### config.mk
export PLATFORM = sky130hd
export DESIGN_NAME = shift8_tx_seq
export DESIGN_NICKNAME = d
export VERILOG_FILES = /design/src/rtl/shift8_pkg.sv /design/src/rtl/shift8_bit_timer.sv /design/src/rtl/shift8_tx_seq.sv
export SDC_FILE = /design/constraint.sdc
export NUM_CORES = 1
export LEC_CHECK = 0
export ABC_AREA = 1
export CORE_MARGIN = 1.5
export CORE_UTILIZATION = 31
export DETAILED_ROUTE_END_ITERATION = 8
export REMOVE_ABC_BUFFERS = 1
export SLEW_MARGIN = 20
export SYNTH_ARGS = -nofsm -noshare
export SYNTH_HDL_FRONTEND = slang
export SYNTH_SLANG_ARGS = --single-unit
### constraint.sdc
create_clock -name clk -period 3.3 [get_ports clk]
set_clock_uncertainty 0.15 [all_clocks]
set_input_delay 0.99 -clock clk [delete_from_list [all_inputs] [get_ports clk]]
set_output_delay 0.99 -clock clk [all_outputs]
set_load 0.02 [all_outputs]
### src/rtl/shift8_pkg.sv
// Shared definitions for the 8-bit load/shift register and its sequencers.
package shift8_pkg;

    // Sequencer states.
    typedef enum logic [1:0] {
        IDLE  = 2'd0,
        LOAD  = 2'd1,
        SHIFT = 2'd2,
        DONE  = 2'd3
    } state_t;

    // Bits per transfer.
    localparam int NBITS = 8;

    // Shift-register direction encoding on dir.
    localparam logic DIR_LEFT  = 1'b0;
    localparam logic DIR_RIGHT = 1'b1;

endpackage

### src/rtl/shift8_bit_timer.sv
// Bit-period divider: while run is high, tick pulses once every period+1 clocks.
// clear restarts the count so the first tick lands period clocks after it.
module shift8_bit_timer #(
    parameter int DIV_W = 8
) (
    input  logic             clk,
    input  logic             reset,
    input  logic             clear,
    input  logic             run,
    input  logic [DIV_W-1:0] period,
    output logic             tick
);

    logic [DIV_W-1:0] per_cnt;

    assign tick = run && (per_cnt == period);

    // Count 0..period while running, wrapping on the tick.
    always_ff @(posedge clk or posedge reset) begin
        if (reset) begin
            per_cnt <= '0;
        end else if (clear) begin
            per_cnt <= '0;
        end else if (run) begin
            if (tick) begin
                per_cnt <= '0;
            end else begin
                per_cnt <= per_cnt + 1'b1;
            end
        end
    end

endmodule

### src/rtl/shift8_tx_seq.sv
// Transmit sequencer for an external 8-bit load/shift register.
// One byte per valid/ready handshake: load it, then issue 8 paced shift pulses
// while ser_out presents the outgoing bit.
// Handshake: a byte is taken on a rising clock edge where valid and ready are
// both high; ready is high only in IDLE and valid is ignored otherwise.
// Optional macro SHIFT8_TX_SEQ_RX_EN: full-duplex receive (ser_in, rx_data, rx_valid).
module shift8_tx_seq
    import shift8_pkg::*;
#(
    parameter int   DIV_W = 8,
    parameter logic FILL  = 1'b0
) (
    input  logic             clk,
    input  logic             reset,
    input  logic             valid,
    output logic             ready,
    input  logic [7:0]       data,
    input  logic             msb_first,
    input  logic [DIV_W-1:0] div,
    input  logic             abort,
    input  logic [7:0]       q_in,
    output logic             ld,
    output logic             en,
    output logic             dir,
    output logic             sd,
    output logic [7:0]       d,
    output logic             ser_out,
    output logic             busy,
    output logic             done,
`ifdef SHIFT8_TX_SEQ_RX_EN
    input  logic             ser_in,
    output logic [7:0]       rx_data,
    output logic             rx_valid,
`endif
    output logic [1:0]       fsm_state
);

    localparam logic [1:0] ST_IDLE  = 2'(IDLE);
    localparam logic [1:0] ST_LOAD  = 2'(LOAD);
    localparam logic [1:0] ST_SHIFT = 2'(SHIFT);
    localparam logic [1:0] ST_DONE  = 2'(DONE);

    logic [1:0]       state;
    logic [3:0]       bit_cnt;
    logic [DIV_W-1:0] div_r;
    logic             tick;

    // Bit-period pacing; restarted in LOAD so each transfer starts clean.
    shift8_bit_timer #(
        .DIV_W(DIV_W)
    ) u_timer (
        .clk   (clk),
        .reset (reset),
        .clear (state == ST_LOAD),
        .run   (state == ST_SHIFT),
        .period(div_r),
        .tick  (tick)
    );

    // Moore outputs; an abort suppresses a shift pulse due in the same cycle.
    assign ready     = (state == ST_IDLE);
    assign busy      = (state != ST_IDLE);
    assign ld        = (state == ST_LOAD);
    assign en        = (state == ST_SHIFT) && tick && !abort;
    assign done      = (state == ST_DONE);
    assign ser_out   = (dir == DIR_RIGHT) ? q_in[0] : q_in[7];
    assign fsm_state = state;

    // Transfer sequencing and per-transfer latches (d, dir, div_r).
    always_ff @(posedge clk or posedge reset) begin
        if (reset) begin
            state   <= ST_IDLE;
            d       <= '0;
            dir     <= DIR_LEFT;
            div_r   <= '0;
            bit_cnt <= '0;
        end else begin
            case (state)
                ST_IDLE: begin
                    if (valid) begin
                        d     <= data;
                        dir   <= ~msb_first;
                        div_r <= div;
                        state <= ST_LOAD;
                    end
                end
                ST_LOAD: begin
                    if (abort) begin
                        state <= ST_IDLE;
                    end else begin
                        bit_cnt <= '0;
                        state   <= ST_SHIFT;
                    end
                end
                ST_SHIFT: begin
                    if (abort) begin
                        state <= ST_IDLE;
                    end else if (tick) begin
                        bit_cnt <= bit_cnt + 1'b1;
                        if (bit_cnt == 4'(NBITS - 1)) begin
                            state <= ST_DONE;
                        end
                    end
                end
                default: begin
                    state <= ST_IDLE;
                end
            endcase
        end
    end

`ifdef SHIFT8_TX_SEQ_RX_EN
    logic [7:0] rx_data_r;

    // Incoming bits shift in behind the outgoing ones while shifting.
    assign sd       = (state == ST_SHIFT) ? ser_in : FILL;
    assign rx_valid = (state == ST_DONE);
    assign rx_data  = rx_valid ? q_in : rx_data_r;

    // Hold the received byte until the next completed transfer.
    always_ff @(posedge clk or posedge reset) begin
        if (reset) begin
            rx_data_r <= '0;
        end else if (state == ST_DONE) begin
            rx_data_r <= q_in;
        end
    end
`else
    assign sd = FILL;
`endif

endmodule

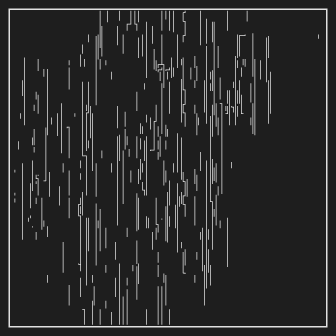
**Above:** run 1 (metal 2).
share of all routed wire: 49%
nets with wire on the layer: 202
vias post-DR: 1236
M2 GR Usage: 19.1%
routed wire length: 3010 µm

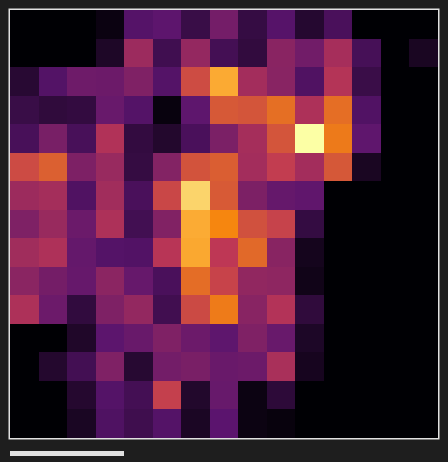
**Above:** run 1 (wiring heat map).
Scale bar: 20 µm. The die is cut into 15 by 15 equal tiles; black is low, pale yellow is high, scaled to the fullest tile. Values are wire area over tile area, all layers added.
nearly empty tiles: 28%
densest ninth of the die: center
mean over tiles: 0.083
emptiest ninth of the die: south-east
DR WL/cell: 10.6 µm
gr usage total: 12.4%

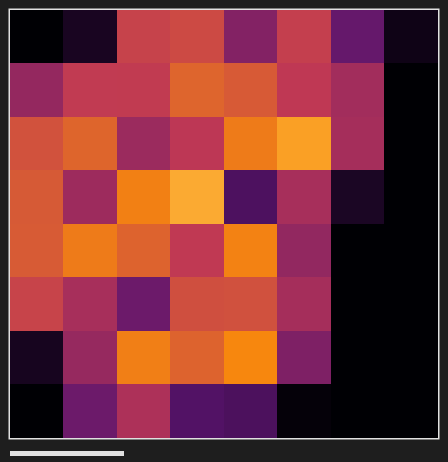
**Above:** run 1 (cell density map).
Scale bar: 20 µm. The die is cut into 8 by 8 equal tiles; black is low, pale yellow is high, 0 to 100% covered.
tiles over 75% full: 3.1%
emptiest ninth of the die: south-east
mean over tiles: 37%
nearly empty tiles: 22%
fullest tile: 82%
Core Region: 5070 µm²
Starting Density: 31.8%

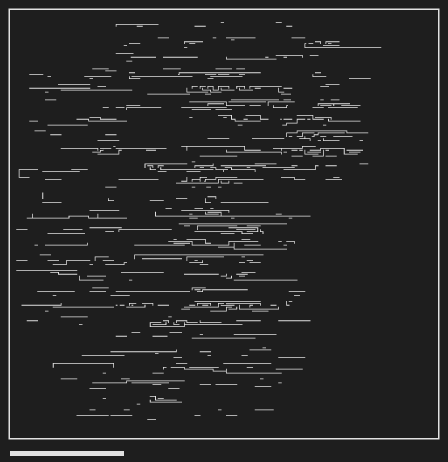
**Above:** run 1 (M1 wires).
Scale bar: 20 µm.
share of all routed wire: 46%
longest straight run: 27.1 µm
main direction: horizontal
nets with wire on the layer: 213
met1 usage: 15.8%

[run 1: power by group through the flow]
stage | clock network, mW | logic, mW | registers (mW)
2_1_floorplan | 0 | 0.500 | 0.695
3_3_place_gp | 0 | 0.889 | 0.626
3_5_place_dp | 0 | 0.899 | 0.632
4_1_cts | 0.309 | 0.897 | 0.625
5_1_grt | 0.323 | 0.985 | 0.645
6_report | 0.297 | 0.885 | 0.621
[run 1: flip-flops by register name, summed over array words and instances (netlist names)]
register	count
bit_cnt	4
d	8
dir	1
div_r	8
fsm_state	2
u_timer.per_cnt	8
[run 1: worst max-delay path, cell delays in order]
cell             delay, ns
clkdlybuf4s50_1       0.41
mux2_2                0.25
dlygate4sd2_1         0.31
==> ci_impl_report.md, run 1 <==
## Synthesis and layout report

| Metric | Value |
|---|---|
| Status | completed |
| Ports | roughly 47 |
| Max-cap violations | 0 |
| Layout net count | 248 |
| Non-clk bufs | about 43 |
| Tapcells inserted | roughly 70 |
| #MultiIn Comb | between 100 and 150 |
| Seq area share | a little over a third |
| Final Max Slew Viols | 0 |
| Largest area contributor in the netlist | dfrtp_1 |
| Register clock-pin slew on the reported worst setup and hold paths | approximately 0.060 ns |
| Vias in the first global route | roughly 1200 |
| Cell-internal power | ~1.1 mW |
| DRT Pass-1 Iters | 4 |
| DRC errors left | 0 |
| Leakage | roughly 1.0 nW |
| Clock buffer cells | 6 |
| 1st-iter DRT viols | 33 |
| Reg-to-reg endpoint | u_timer.per_cnt[6] |
| Total power | about 1.8 mW |
| Peak supply drop | 350 µV |
| Tmin final | ~3.1 ns |
| # fillers | 523 |
| Final Hold Fails | 0 |
| Yosys stat cell total | approximately 170 |
| Async set or reset register ratio after synthesis | 100% |
| Non-clock buffer share | between 10% and 20% |
| Critical Path Source | q_in[7] |
| Cells after synthesis | 167 |
| Post-synth area hogs | dfrtp_1 (48%), mux2_2 (9.8%), nand2_1 (8.2%) |
| WP data required | about 2.2 ns |
| Finished Cell Area | roughly 2200 µm² |
| Register-to-register setup slack | between 1 and 1.5 ns |
| Highest metal used | met4 |
| Final setup viols | 0 |
| Hold path depth | 1 |
| Dpl ws | -0.0263 ns |
| CP max FO | 1 |
| Largest net degree at the start of global routing | 32 |
| Clk ins delay skew pair | approximately 0.28 ns |
| Flop pwr share | between 30% and 40% |
| Number of enable flip-flop cells | 0 |
| Die Wd | 75.1 µm |
| Post-Syn Area | around 1600 µm² |
| Root buf cell | clkbuf_8 |
| Post-synth top area share | between 40 and 50% |
| Setup crit end kind | output pin |
| PortBufs | 39 |
| Fmax | between 300 and 400 MHz |
| Placed cell areas | 2100 µm² |
| Total tool warning count | 34 |
| Area Growth Syn to Fin | 35.5% |
| Cts repair resizes | 2 |
| Mux frac, synth | 9.78% |
| CP startpoint kind | primary input |
| Logic gate share of total power | about half |
| Flip-flops | 31 |
| Clk buf depth | 2 |
| Post-DP HPWL | 2280 µm |
| Commonest non-fill, non-tap cells in the layout | clkdlybuf4s50_1 (37), nand2_1 (35), dfrtp_1 (31), inv_1 (17), mux2_2 (14) |
| Synth Area in Adders | approximately 4.7% |
| CTS Buf Count | 5 |
| DIE AREA | 5640 µm² |
| Synth Warn # | 0 |
| Post-synth top cells | nand2_1 (35), dfrtp_1 (31), inv_1 (17) |
| Worst reg2reg path depth | 7 |
| Met3 usage | 4.42% |
| Initial antenna violation count | 0 |
| ANT nets after route | 0 |
| GPL Wtd Cong | around 0.72 |
==> inputs of run 2 (changes only) <==
- CORE_MARGIN: 1.5 -> 8
- HOLD_SLACK_MARGIN: default -> 0.1
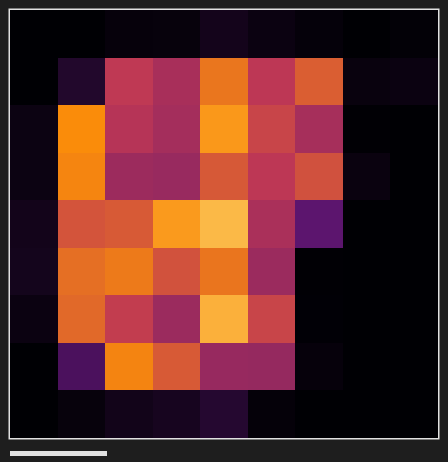
**Above:** run 2 (cell density map).
Scale bar: 20 µm. The die is cut into 9 by 9 equal tiles; black is low, pale yellow is high, 0 to 100% covered.
densest ninth of the die: center
mean over tiles: 27%
tiles over 75% full: 4.9%
utilization after layout: 43.3%

==> ci_impl_report.md, run 2 <==
## Synthesis and layout report

| Metric | Value |
|---|---|
| Status | completed (unchanged) |
| Placed cells | 276 (unchanged) |
| Tapcells inserted | 70 (unchanged) |
| Cells after synthesis | 167 (unchanged) |
| Hold path depth | 1 (unchanged) |
| Flop pwr share | 33.8% (was 34.4%) |
| Logic gate share of total power | 48.3% (was 49.1%) |
| Min-delay src | d[0] (was d[6]) |
| Cell-internal power | 1.13 mW (was 1.11 mW) |
| PortBufs | 39 (unchanged) |
| Finished Cell Area | 2200 µm² (was 2180 µm²) |
| Clock buffer cells | 7 (was 6) |
| Vias in the first global route | 1238 (was 1158) |
| Largest area contributor in the netlist | dfrtp_1 (unchanged) |
| Post-synth top cells | nand2_1 (35), dfrtp_1 (31), inv_1 (17) (unchanged) |
| ANT nets after route | 0 (unchanged) |
| Final Hold Fails | 0 (unchanged) |
| Non-clk bufs | 43 (unchanged) |
| Placed cell areas | 2100 µm² (unchanged) |
| Comb power | 0.889 mW (was 0.885 mW) |
| Core Region | 5070 µm² (unchanged) |
| Number of enable flip-flop cells | 0 (unchanged) |
| Root buf cell | clkbuf_8 (unchanged) |
| Post-synth area hogs | dfrtp_1 (48%), mux2_2 (9.8%), nand2_1 (8.2%) (unchanged) |
| DIE AREA | 7760 µm² (was 5640 µm²) |
| Reg-to-reg endpoint | u_timer.per_cnt[6] (unchanged) |
| Yosys stat cell total | 167 (unchanged) |
| Worst Path Buf+Inv | 2 (unchanged) |
| DRC errors left | 0 (unchanged) |
| Initial antenna violation count | 0 (unchanged) |
| Top pwr grp | combinational logic (unchanged) |
| WP data required | 2.16 ns (about the same) |
| Post-DP HPWL | 2500 µm (was 2280 µm) |
| Clk ins delay skew pair | 0.28 ns (about the same) |
| 1st-iter DRT viols | 32 (was 33) |
| Commonest non-fill, non-tap cells in the layout | clkdlybuf4s50_1 (37), nand2_1 (35), dfrtp_1 (31), inv_1 (17), mux2_2 (14) (unchanged) |
| Final setup viols | 0 (unchanged) |
| Synth Area in Adders | 4.66% (unchanged) |
| Flip-flops | 31 (unchanged) |
| Tmin final | 3.10 ns (was 3.11 ns) |
| Ports | 47 (unchanged) |
| Crit-path slowest cell | clkdlybuf4s50_1 (unchanged) |
| # fillers | 528 (was 523) |
| Fmax | 323 MHz (was 322 MHz) |
| Cts repair resizes | 2 (unchanged) |
| DRT Pass-1 Iters | 4 (unchanged) |
| Metal2 WL | 1590 µm (was 1460 µm) |
| Final Max Slew Viols | 0 (unchanged) |
| Mux frac, synth | 9.78% (unchanged) |
| CTS tree | built (unchanged) |
| Post-Syn Area | 1610 µm² (unchanged) |
| Total power | 1.84 mW (was 1.80 mW) |
| GPL Wtd Cong | 0.761 (was 0.720) |
| CP max FO | 1 (unchanged) |
| Highest metal used | met4 (unchanged) |
| CTS Buf Count | 5 (unchanged) |
| Cell chain of the critical path | clkdlybuf4s50_1 -> mux2_2 -> dlygate4sd2_1 (unchanged) |
| Total tool warning count | 34 (unchanged) |
| Starting Density | 31.8% (unchanged) |
| Register clock-pin slew on the reported worst setup and hold paths | 0.06 ns (about the same) |
| Largest regs | d: 8 flops, div_r: 8 flops, u_timer.per_cnt: 8 flops (unchanged) |
| Die Wd | 88.1 µm (was 75.1 µm) |
| Clock group total power | 0.328 mW (was 0.297 mW) |
| Synth Warn # | 0 (unchanged) |
| Delay-heaviest family, CP | buffers and inverters (unchanged) |
| Power Sequential | 0.621 mW (about the same) |
| Post-synth top area share | 48.1% (unchanged) |
| Non-clock buffer share | 19.0% (was 19.1%) |
| Dpl ws | -0.0263 ns (about the same) |
| Worst reg2reg path depth | 7 (unchanged) |
| Peak supply drop | 453 µV (was 350 µV) |
| Register-to-register setup slack | 1.26 ns (was 1.27 ns) |
| Largest net degree at the start of global routing | 32 (unchanged) |
| Seq area share | 35.3% (was 35.5%) |
| #MultiIn Comb | 114 (unchanged) |
| Power Density | 836 nW/µm² (was 826 nW/µm²) |
| Setup crit end kind | output pin (unchanged) |
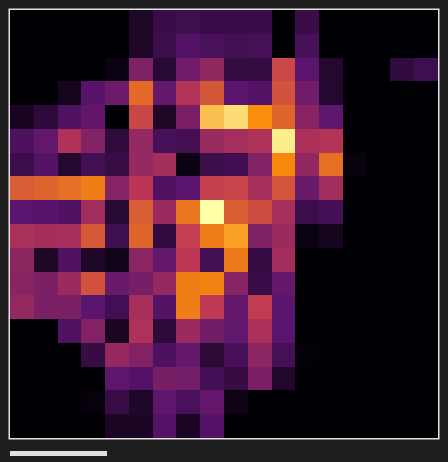
**Above:** run 2 (wiring heat map).
Scale bar: 20 µm. The die is cut into 18 by 18 equal tiles; black is low, pale yellow is high, scaled to the fullest tile. Values are wire area over tile area, all layers added.
mean over tiles: 0.068
tiles over half the peak: 11%
nearly empty tiles: 40%
fullest tile: 0.34
densest ninth of the die: center
DR WL/cell: 11.4 µm
routed wire length: 3230 µm
vias post-DR: 1229
gr usage total: 8.99%

-- run 2: cell counts after synthesis --
No cell type changed its count.
-- run 2: worst max path at each step --
| stage | cells after the start | startpoint | slack (ns) | end |
|---|---|---|---|---|
| floorplan | 1 | q_in[0] | 0.86 | ser_out |
| global placement | 3 | abort | -0.02 | en |
| detailed placement | 3 | q_in[7] | -0.03 | ser_out |
| CTS | 3 | q_in[7] | 0.20 | ser_out |
| global route | 3 | q_in[7] | 0.18 | ser_out |
| finish | 3 | q_in[7] | 0.20 | ser_out |
-- run 2: layer usage --
layer	up-vias	global-route usage [%]
met5	-	0
met4	0	4.61
met3	5	4.97
met2	29	14.0
met1	571	9.58
li1	624	-
Power figures rest on the tool's default switching activity, not on a simulated workload.
